==> src/rtl/alu_pkg.sv <==
// Shared op codes, FSM state encoding and op-class helpers for the alu_mdu
// execute-stage unit; imported by the datapath and its testbench.
package alu_pkg;

    localparam logic [3:0] OP_AND  = 4'b0000;
    localparam logic [3:0] OP_OR   = 4'b0001;
    localparam logic [3:0] OP_ADD  = 4'b0010;
    localparam logic [3:0] OP_SLTU = 4'b0011;
    localparam logic [3:0] OP_SUB  = 4'b0110;
    localparam logic [3:0] OP_SLT  = 4'b0111;
    localparam logic [3:0] OP_MULU = 4'b1000;
    localparam logic [3:0] OP_MUL  = 4'b1001;
    localparam logic [3:0] OP_DIVU = 4'b1010;
    localparam logic [3:0] OP_DIV  = 4'b1011;

    typedef enum logic [1:0] {
        ST_IDLE = 2'd0,
        ST_RUN  = 2'd1,
        ST_FIN  = 2'd2
    } state_t;

    // The four mul/div codes are exactly the 10xx block.
    function automatic logic is_multicycle(input logic [3:0] op);
        return op[3:2] == 2'b10;
    endfunction

    function automatic logic is_div(input logic [3:0] op);
        return (op == OP_DIV) || (op == OP_DIVU);
    endfunction

    function automatic logic is_signed_md(input logic [3:0] op);
        return (op == OP_MUL) || (op == OP_DIV);
    endfunction

endpackage

==> src/rtl/alu_mdu_if.sv <==
// Operand/result bundle between the execute-stage control and alu_mdu;
// master drives start/op/operands, slave returns results and handshake.
interface alu_mdu_if #(
    parameter int WIDTH = 32
);
    logic             start;
    logic [3:0]       op;
    logic [WIDTH-1:0] a;
    logic [WIDTH-1:0] b;
    logic [WIDTH-1:0] result;
    logic [WIDTH-1:0] result_hi;
    logic             zero;
    logic             busy;
    logic             done;
    logic             div_by_zero;

    modport master (
        output start, op, a, b,
        input  result, result_hi, zero, busy, done, div_by_zero
    );

    modport slave (
        input  start, op, a, b,
        output result, result_hi, zero, busy, done, div_by_zero
    );
endinterface

==> src/rtl/alu_mdu_iter.sv <==
// Iterative magnitude multiply (shift-add) / restoring divide (shift-subtract),
// one step per i_step cycle for WIDTH steps; sign fix applied combinationally.
module mdu_iter #(
    parameter int WIDTH = 32,
    parameter int CNT_W = 6
) (
    input  logic             clk,
    input  logic             reset,
    input  logic             i_load,
    input  logic             i_step,
    input  logic             i_is_div,
    input  logic             i_signed,
    input  logic [WIDTH-1:0] i_a,
    input  logic [WIDTH-1:0] i_b,
    output logic             o_last,
    output logic [WIDTH-1:0] o_lo,
    output logic [WIDTH-1:0] o_hi
);

    logic [WIDTH-1:0]   r_hi;
    logic [WIDTH-1:0]   r_lo;
    logic [WIDTH-1:0]   r_m;
    logic [CNT_W-1:0]   r_cnt;
    logic               r_is_div;
    logic               r_neg_q;
    logic               r_neg_r;

    logic               w_a_neg;
    logic               w_b_neg;
    logic [WIDTH-1:0]   w_a_mag;
    logic [WIDTH-1:0]   w_b_mag;
    logic [WIDTH:0]     w_sum;
    logic [WIDTH:0]     w_rem_sh;
    logic [WIDTH-1:0]   w_rem_sub;
    logic               w_ge;
    logic [2*WIDTH-1:0] w_prod;

    // Magnitude of the most negative value is still correct read as unsigned.
    assign w_a_neg = i_signed & i_a[WIDTH-1];
    assign w_b_neg = i_signed & i_b[WIDTH-1];
    assign w_a_mag = w_a_neg ? -i_a : i_a;
    assign w_b_mag = w_b_neg ? -i_b : i_b;

    assign w_sum     = {1'b0, r_hi} + (r_lo[0] ? {1'b0, r_m} : '0);
    assign w_rem_sh  = {r_hi, r_lo[WIDTH-1]};
    assign w_ge      = w_rem_sh >= {1'b0, r_m};
    assign w_rem_sub = w_rem_sh[WIDTH-1:0] - r_m;
    assign o_last    = (r_cnt == CNT_W'(WIDTH - 1));

    always_ff @(posedge clk) begin
        if (reset) begin
            r_hi     <= '0;
            r_lo     <= '0;
            r_m      <= '0;
            r_cnt    <= '0;
            r_is_div <= 1'b0;
            r_neg_q  <= 1'b0;
            r_neg_r  <= 1'b0;
        end else if (i_load) begin
            r_hi     <= '0;
            r_lo     <= w_a_mag;
            r_m      <= w_b_mag;
            r_cnt    <= '0;
            r_is_div <= i_is_div;
            r_neg_q  <= w_a_neg ^ w_b_neg;
            r_neg_r  <= w_a_neg;
        end else if (i_step) begin
            r_cnt <= r_cnt + CNT_W'(1);
            if (r_is_div) begin
                r_hi <= w_ge ? w_rem_sub : w_rem_sh[WIDTH-1:0];
                r_lo <= {r_lo[WIDTH-2:0], w_ge};
            end else begin
                r_hi <= w_sum[WIDTH:1];
                r_lo <= {w_sum[0], r_lo[WIDTH-1:1]};
            end
        end
    end

    // Product negates as one 2*WIDTH value; quotient and remainder negate separately.
    always_comb begin
        w_prod = r_neg_q ? -{r_hi, r_lo} : {r_hi, r_lo};
        o_lo   = w_prod[WIDTH-1:0];
        o_hi   = w_prod[2*WIDTH-1:WIDTH];
        if (r_is_div) begin
            o_lo = r_neg_q ? -r_lo : r_lo;
            o_hi = r_neg_r ? -r_hi : r_hi;
        end
    end

endmodule

==> src/rtl/alu_mdu.sv <==
// Execute-stage ALU with iterative mul/div: single-cycle ops done 1 cycle after start,
// mul/div done WIDTH+2 cycles after start; start is ignored while busy, never queued.
module alu_mdu
    import alu_pkg::*;
#(
    parameter int WIDTH = 32,
    parameter int CNT_W = 6
) (
    input  logic      clk,
    input  logic      reset,
    alu_mdu_if.slave  bus
);

    state_t           r_state;
    state_t           w_state_nxt;
    logic [WIDTH-1:0] r_result;
    logic [WIDTH-1:0] r_result_hi;
    logic             r_zero;
    logic             r_done;
    logic             r_dbz;

    logic [WIDTH-1:0] w_sc_lo;
    logic [WIDTH-1:0] w_sc_hi;
    logic [WIDTH-1:0] w_mdu_lo;
    logic [WIDTH-1:0] w_mdu_hi;
    logic             w_dz;
    logic             w_load;
    logic             w_step;
    logic             w_cap_sc;
    logic             w_cap_mdu;
    logic             w_last;

    // A zero divisor resolves immediately instead of iterating.
    assign w_dz = is_div(bus.op) && (bus.b == '0);

    always_comb begin
        w_sc_lo = '0;
        w_sc_hi = '0;
        case (bus.op)
            OP_AND:  w_sc_lo = bus.a & bus.b;
            OP_OR:   w_sc_lo = bus.a | bus.b;
            OP_ADD:  w_sc_lo = bus.a + bus.b;
            OP_SUB:  w_sc_lo = bus.a - bus.b;
            OP_SLT:  w_sc_lo = {{(WIDTH-1){1'b0}}, $signed(bus.a) < $signed(bus.b)};
            OP_SLTU: w_sc_lo = {{(WIDTH-1){1'b0}}, bus.a < bus.b};
            default: w_sc_lo = '0;
        endcase
        if (w_dz) begin
            w_sc_lo = '1;
            w_sc_hi = bus.a;
        end
    end

    always_ff @(posedge clk) begin
        if (reset) begin
            r_state <= ST_IDLE;
        end else begin
            r_state <= w_state_nxt;
        end
    end

    always_comb begin
        w_state_nxt = r_state;
        w_load      = 1'b0;
        w_step      = 1'b0;
        w_cap_sc    = 1'b0;
        w_cap_mdu   = 1'b0;
        case (r_state)
            ST_IDLE: begin
                if (bus.start) begin
                    if (is_multicycle(bus.op) && !w_dz) begin
                        w_load      = 1'b1;
                        w_state_nxt = ST_RUN;
                    end else begin
                        w_cap_sc = 1'b1;
                    end
                end
            end
            ST_RUN: begin
                w_step = 1'b1;
                if (w_last) begin
                    w_state_nxt = ST_FIN;
                end
            end
            ST_FIN: begin
                w_cap_mdu   = 1'b1;
                w_state_nxt = ST_IDLE;
            end
            default: w_state_nxt = ST_IDLE;
        endcase
    end

    mdu_iter #(
        .WIDTH (WIDTH),
        .CNT_W (CNT_W)
    ) u_iter (
        .clk      (clk),
        .reset    (reset),
        .i_load   (w_load),
        .i_step   (w_step),
        .i_is_div (is_div(bus.op)),
        .i_signed (is_signed_md(bus.op)),
        .i_a      (bus.a),
        .i_b      (bus.b),
        .o_last   (w_last),
        .o_lo     (w_mdu_lo),
        .o_hi     (w_mdu_hi)
    );

    always_ff @(posedge clk) begin
        if (reset) begin
            r_result    <= '0;
            r_result_hi <= '0;
            r_zero      <= 1'b0;
            r_done      <= 1'b0;
            r_dbz       <= 1'b0;
        end else begin
            r_done <= w_cap_sc | w_cap_mdu;
            if (w_cap_sc) begin
                r_result    <= w_sc_lo;
                r_result_hi <= w_sc_hi;
                r_zero      <= (w_sc_lo == '0);
                r_dbz       <= w_dz;
            end
            if (w_load) begin
                r_dbz <= 1'b0;
            end
            if (w_cap_mdu) begin
                r_result    <= w_mdu_lo;
                r_result_hi <= w_mdu_hi;
                r_zero      <= (w_mdu_lo == '0);
            end
        end
    end

    assign bus.result      = r_result;
    assign bus.result_hi   = r_result_hi;
    assign bus.zero        = r_zero;
    assign bus.busy        = (r_state != ST_IDLE);
    assign bus.done        = r_done;
    assign bus.div_by_zero = r_dbz;

endmodule

==> src/flat_wrapper.sv <==
// flat-port wrapper written by rule: the top's interface ports become plain ports
module alu_mdu_flat import alu_pkg::*;
#(
    parameter int WIDTH = 32,
    parameter int CNT_W = 6
)
  (clk, reset, bus_start, bus_op, bus_a, bus_b, bus_result, bus_result_hi, bus_zero, bus_busy, bus_done, bus_div_by_zero);
  alu_mdu_if #(.WIDTH(WIDTH)) bus_i ();
  input  logic clk;
  input  logic reset;
  input wire logic [$bits(bus_i.start)-1:0] bus_start;
  input wire logic [$bits(bus_i.op)-1:0] bus_op;
  input wire logic [$bits(bus_i.a)-1:0] bus_a;
  input wire logic [$bits(bus_i.b)-1:0] bus_b;
  output wire logic [$bits(bus_i.result)-1:0] bus_result;
  output wire logic [$bits(bus_i.result_hi)-1:0] bus_result_hi;
  output wire logic [$bits(bus_i.zero)-1:0] bus_zero;
  output wire logic [$bits(bus_i.busy)-1:0] bus_busy;
  output wire logic [$bits(bus_i.done)-1:0] bus_done;
  output wire logic [$bits(bus_i.div_by_zero)-1:0] bus_div_by_zero;
  assign bus_i.start = bus_start;
  assign bus_i.op = bus_op;
  assign bus_i.a = bus_a;
  assign bus_i.b = bus_b;
  assign bus_result = bus_i.result;
  assign bus_result_hi = bus_i.result_hi;
  assign bus_zero = bus_i.zero;
  assign bus_busy = bus_i.busy;
  assign bus_done = bus_i.done;
  assign bus_div_by_zero = bus_i.div_by_zero;
  alu_mdu #(.WIDTH(WIDTH), .CNT_W(CNT_W)) u_core (.clk(clk), .reset(reset), .bus(bus_i));
endmodule
==> config.mk <==
export PLATFORM = sky130hd
export DESIGN_NAME = alu_mdu_flat
export DESIGN_NICKNAME = d
export VERILOG_FILES = /design/src/rtl/alu_pkg.sv /design/src/rtl/alu_mdu_if.sv /design/src/rtl/alu_mdu_iter.sv /design/src/rtl/alu_mdu.sv /design/src/flat_wrapper.sv
export SDC_FILE = /design/constraint.sdc
export NUM_CORES = 1
export LEC_CHECK = 0
export ABC_AREA = 0
export CORE_MARGIN = 3
export CORE_UTILIZATION = 41
export CTS_BUF_LIST = sky130_fd_sc_hd__clkbuf_4 sky130_fd_sc_hd__clkbuf_8 sky130_fd_sc_hd__clkbuf_16
export DETAILED_ROUTE_END_ITERATION = 8
export PLACE_DENSITY = 0.56
export SLEW_MARGIN = 10
export SYNTH_ARGS = -nofsm -noshare
export SYNTH_HDL_FRONTEND = slang
export SYNTH_SLANG_ARGS = --single-unit
==> constraint.sdc <==
create_clock -name clk -period 4.9 [get_ports clk]
set_clock_uncertainty 0.15 [all_clocks]
set_input_delay 0.98 -clock clk [delete_from_list [all_inputs] [get_ports clk]]
set_output_delay 0.98 -clock clk [all_outputs]
set_load 0.03 [all_outputs]
**The metal 3 layer**

Scale bar: 50 µm.
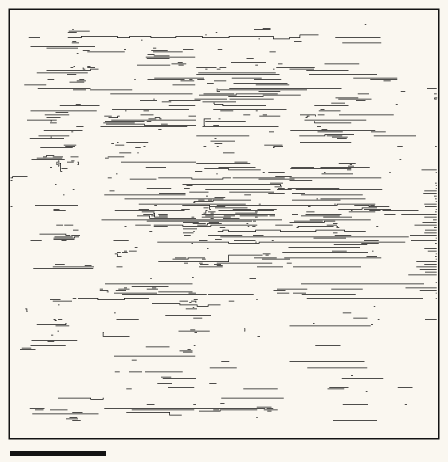
share of all routed wire = 7.5%
main direction = horizontal
nets with wire on the layer = 408

**Placement density heat map**

The die is cut into 22 by 22 equal tiles; white is low, dark blue is high, 0 to 100% covered.
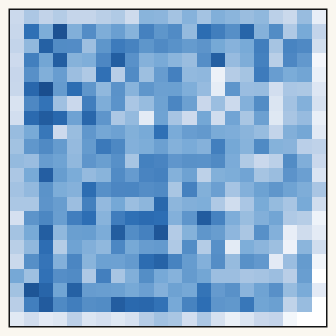
nearly empty tiles = 0.80%
fullest tile = 88%
tiles over 75% full = 6.8%
emptiest ninth of the die = bottom right
mean over tiles = 48%

**Placed standard cells**

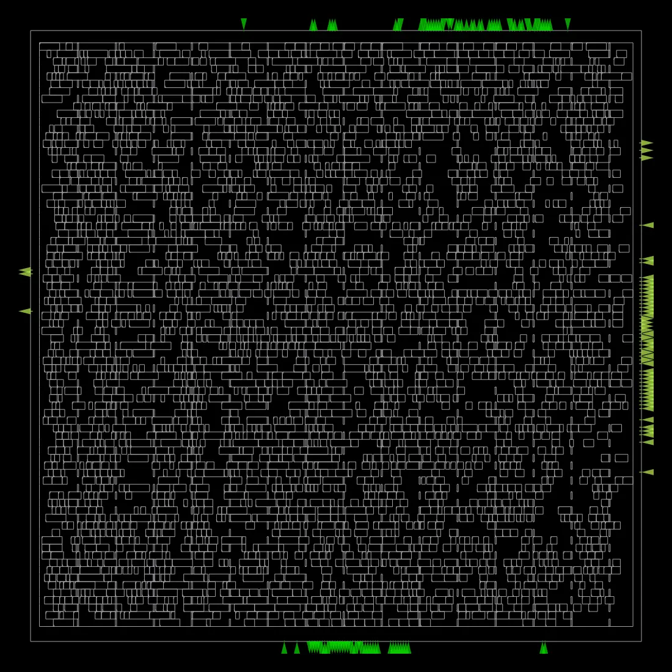
n_taps: 600
flop share of the area: 14.4%
final non-filler cell total: 3658
row cnt: 78
fin util: 52.8%

**Placed cells, one color a class**

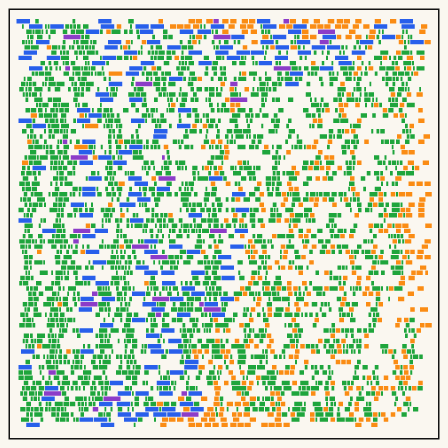
sequential cells -> blue  # cells 174
combinational and other logic -> green  # cells 2332
clock drivers and dummy loads -> purple  # cells 32
remaining buffers and delay cells -> orange  # cells 520

==> run_results.csv <==
group,metric,value,unit
pwr,power,5.30,mW
critical_path,arrival,5050,ps
global_route,grt_use_met3,5.10,%
clock_tree,ctsHoldBuffers,0,
pwr,maxPowerGroup,"combinational logic",
clock_tree,clkLatencyLatePin,500,ps
critical_path,cp-end-kind,"register",
job,tool_warnings,93,
clock_tree,clk_pin_slew,70,ps
final_layout,design.seq.count,174,
hold_path,hp-start,"u_core.bus.result[27]",
yosys,top_area_cell,"dfxtp_1",
die,die_h,222,µm
timing,finalHoldViolations,0,
yosys,yosysUniqueCellTypes,95,
final_layout,nFillCells,4627,
global_route,gr-total-overflow,0,
clock_tree,ctsResizeCount,0,
final_layout,sh_comb_area,59.9,%
timing,tns,0,ps
pwr,leakage,10.1,nW
drt,met1Wirelength,39.7,mm
final_layout,finalNetCount,3288,
final_layout,clock_area_share,2.38,%
place,post-dp-hpwl,74.6,mm
clock_tree,clk_path_buf_depth,2,
pwr,switching_share,40.8,%
critical_path,required,5200,ps
yosys,synth-main-ff-cell,"dfxtp_1",
final_layout,mostFrequentLayoutCells,"380 x buf_4, 264 x a21oi_1, 258 x nor2_1",
pwr,power_switching,2.16,mW
outcome,status,"completed",
yosys,synth_flops,174,
die,die-area,49300,µm²
timing,holdWs,285,ps
critical_path,slowest_stage,"clkdlybuf4s50_1",
critical_path,cp.depth,14,
drt,maxUsedRoutingLayer,"met5",
clock_tree,clk_root_buffer_cell,"clkbuf_16",
final_layout,buffer_area_share,17.7,%
yosys,yosysMostFrequentCell,"a21oi_1",
critical_path,worstSetupPathType,"in -> reg",
drt,postRouteWirelength,92.1,mm
hold_path,hold_depth,2,
die,die_w,222,µm
timing,maxSlewHeadroom,16.2,%
yosys,synth_warnings,0,
final_layout,final_layout_top_logic_cell,"buf_4",
final_layout,nNonClkBuffers,520,
critical_path,startpoint,"bus_b[0]",
critical_path,crit_fanout,9,
drt,remaining_drc_errors,0,
timing,tightest_slew,1260,ps
final_layout,n_clock_buffer,21,
pwr,p_comb,2.33,mW
drt,drt_iter0_drc,2292,
yosys,ys_seq_share,18.2,%
clock_tree,cts_tree,"built",
die,initCoreUtil,41.8,%
drt,via_per_inst,6.17,
yosys,avgSynthCellArea,7.17,µm²
die,core,45800,µm²
timing,setup_viol,0,
critical_path,cpMostUsedCell,"buf_4",
final_layout,inv_count,160,
yosys,fa_ha_area_share,11.4,%
yosys,aoi_share,31.1,%
pwr,power.clock.total,1.40,mW
drt,avgRoutedWirePerCell,25.2,µm
pwr,pg_seq,1.57,mW
timing,finalWorstSetupSlack,142,ps
global_route,gr-usage-all-layers,35.9,%
global_route,grt_max_degree,64,
yosys,simple_gate_share,21.0,%
drt,drt_pass1_iterations,7,
yosys,edf_count,0,
No activity file was given, so power comes from the tool's default toggle rates.
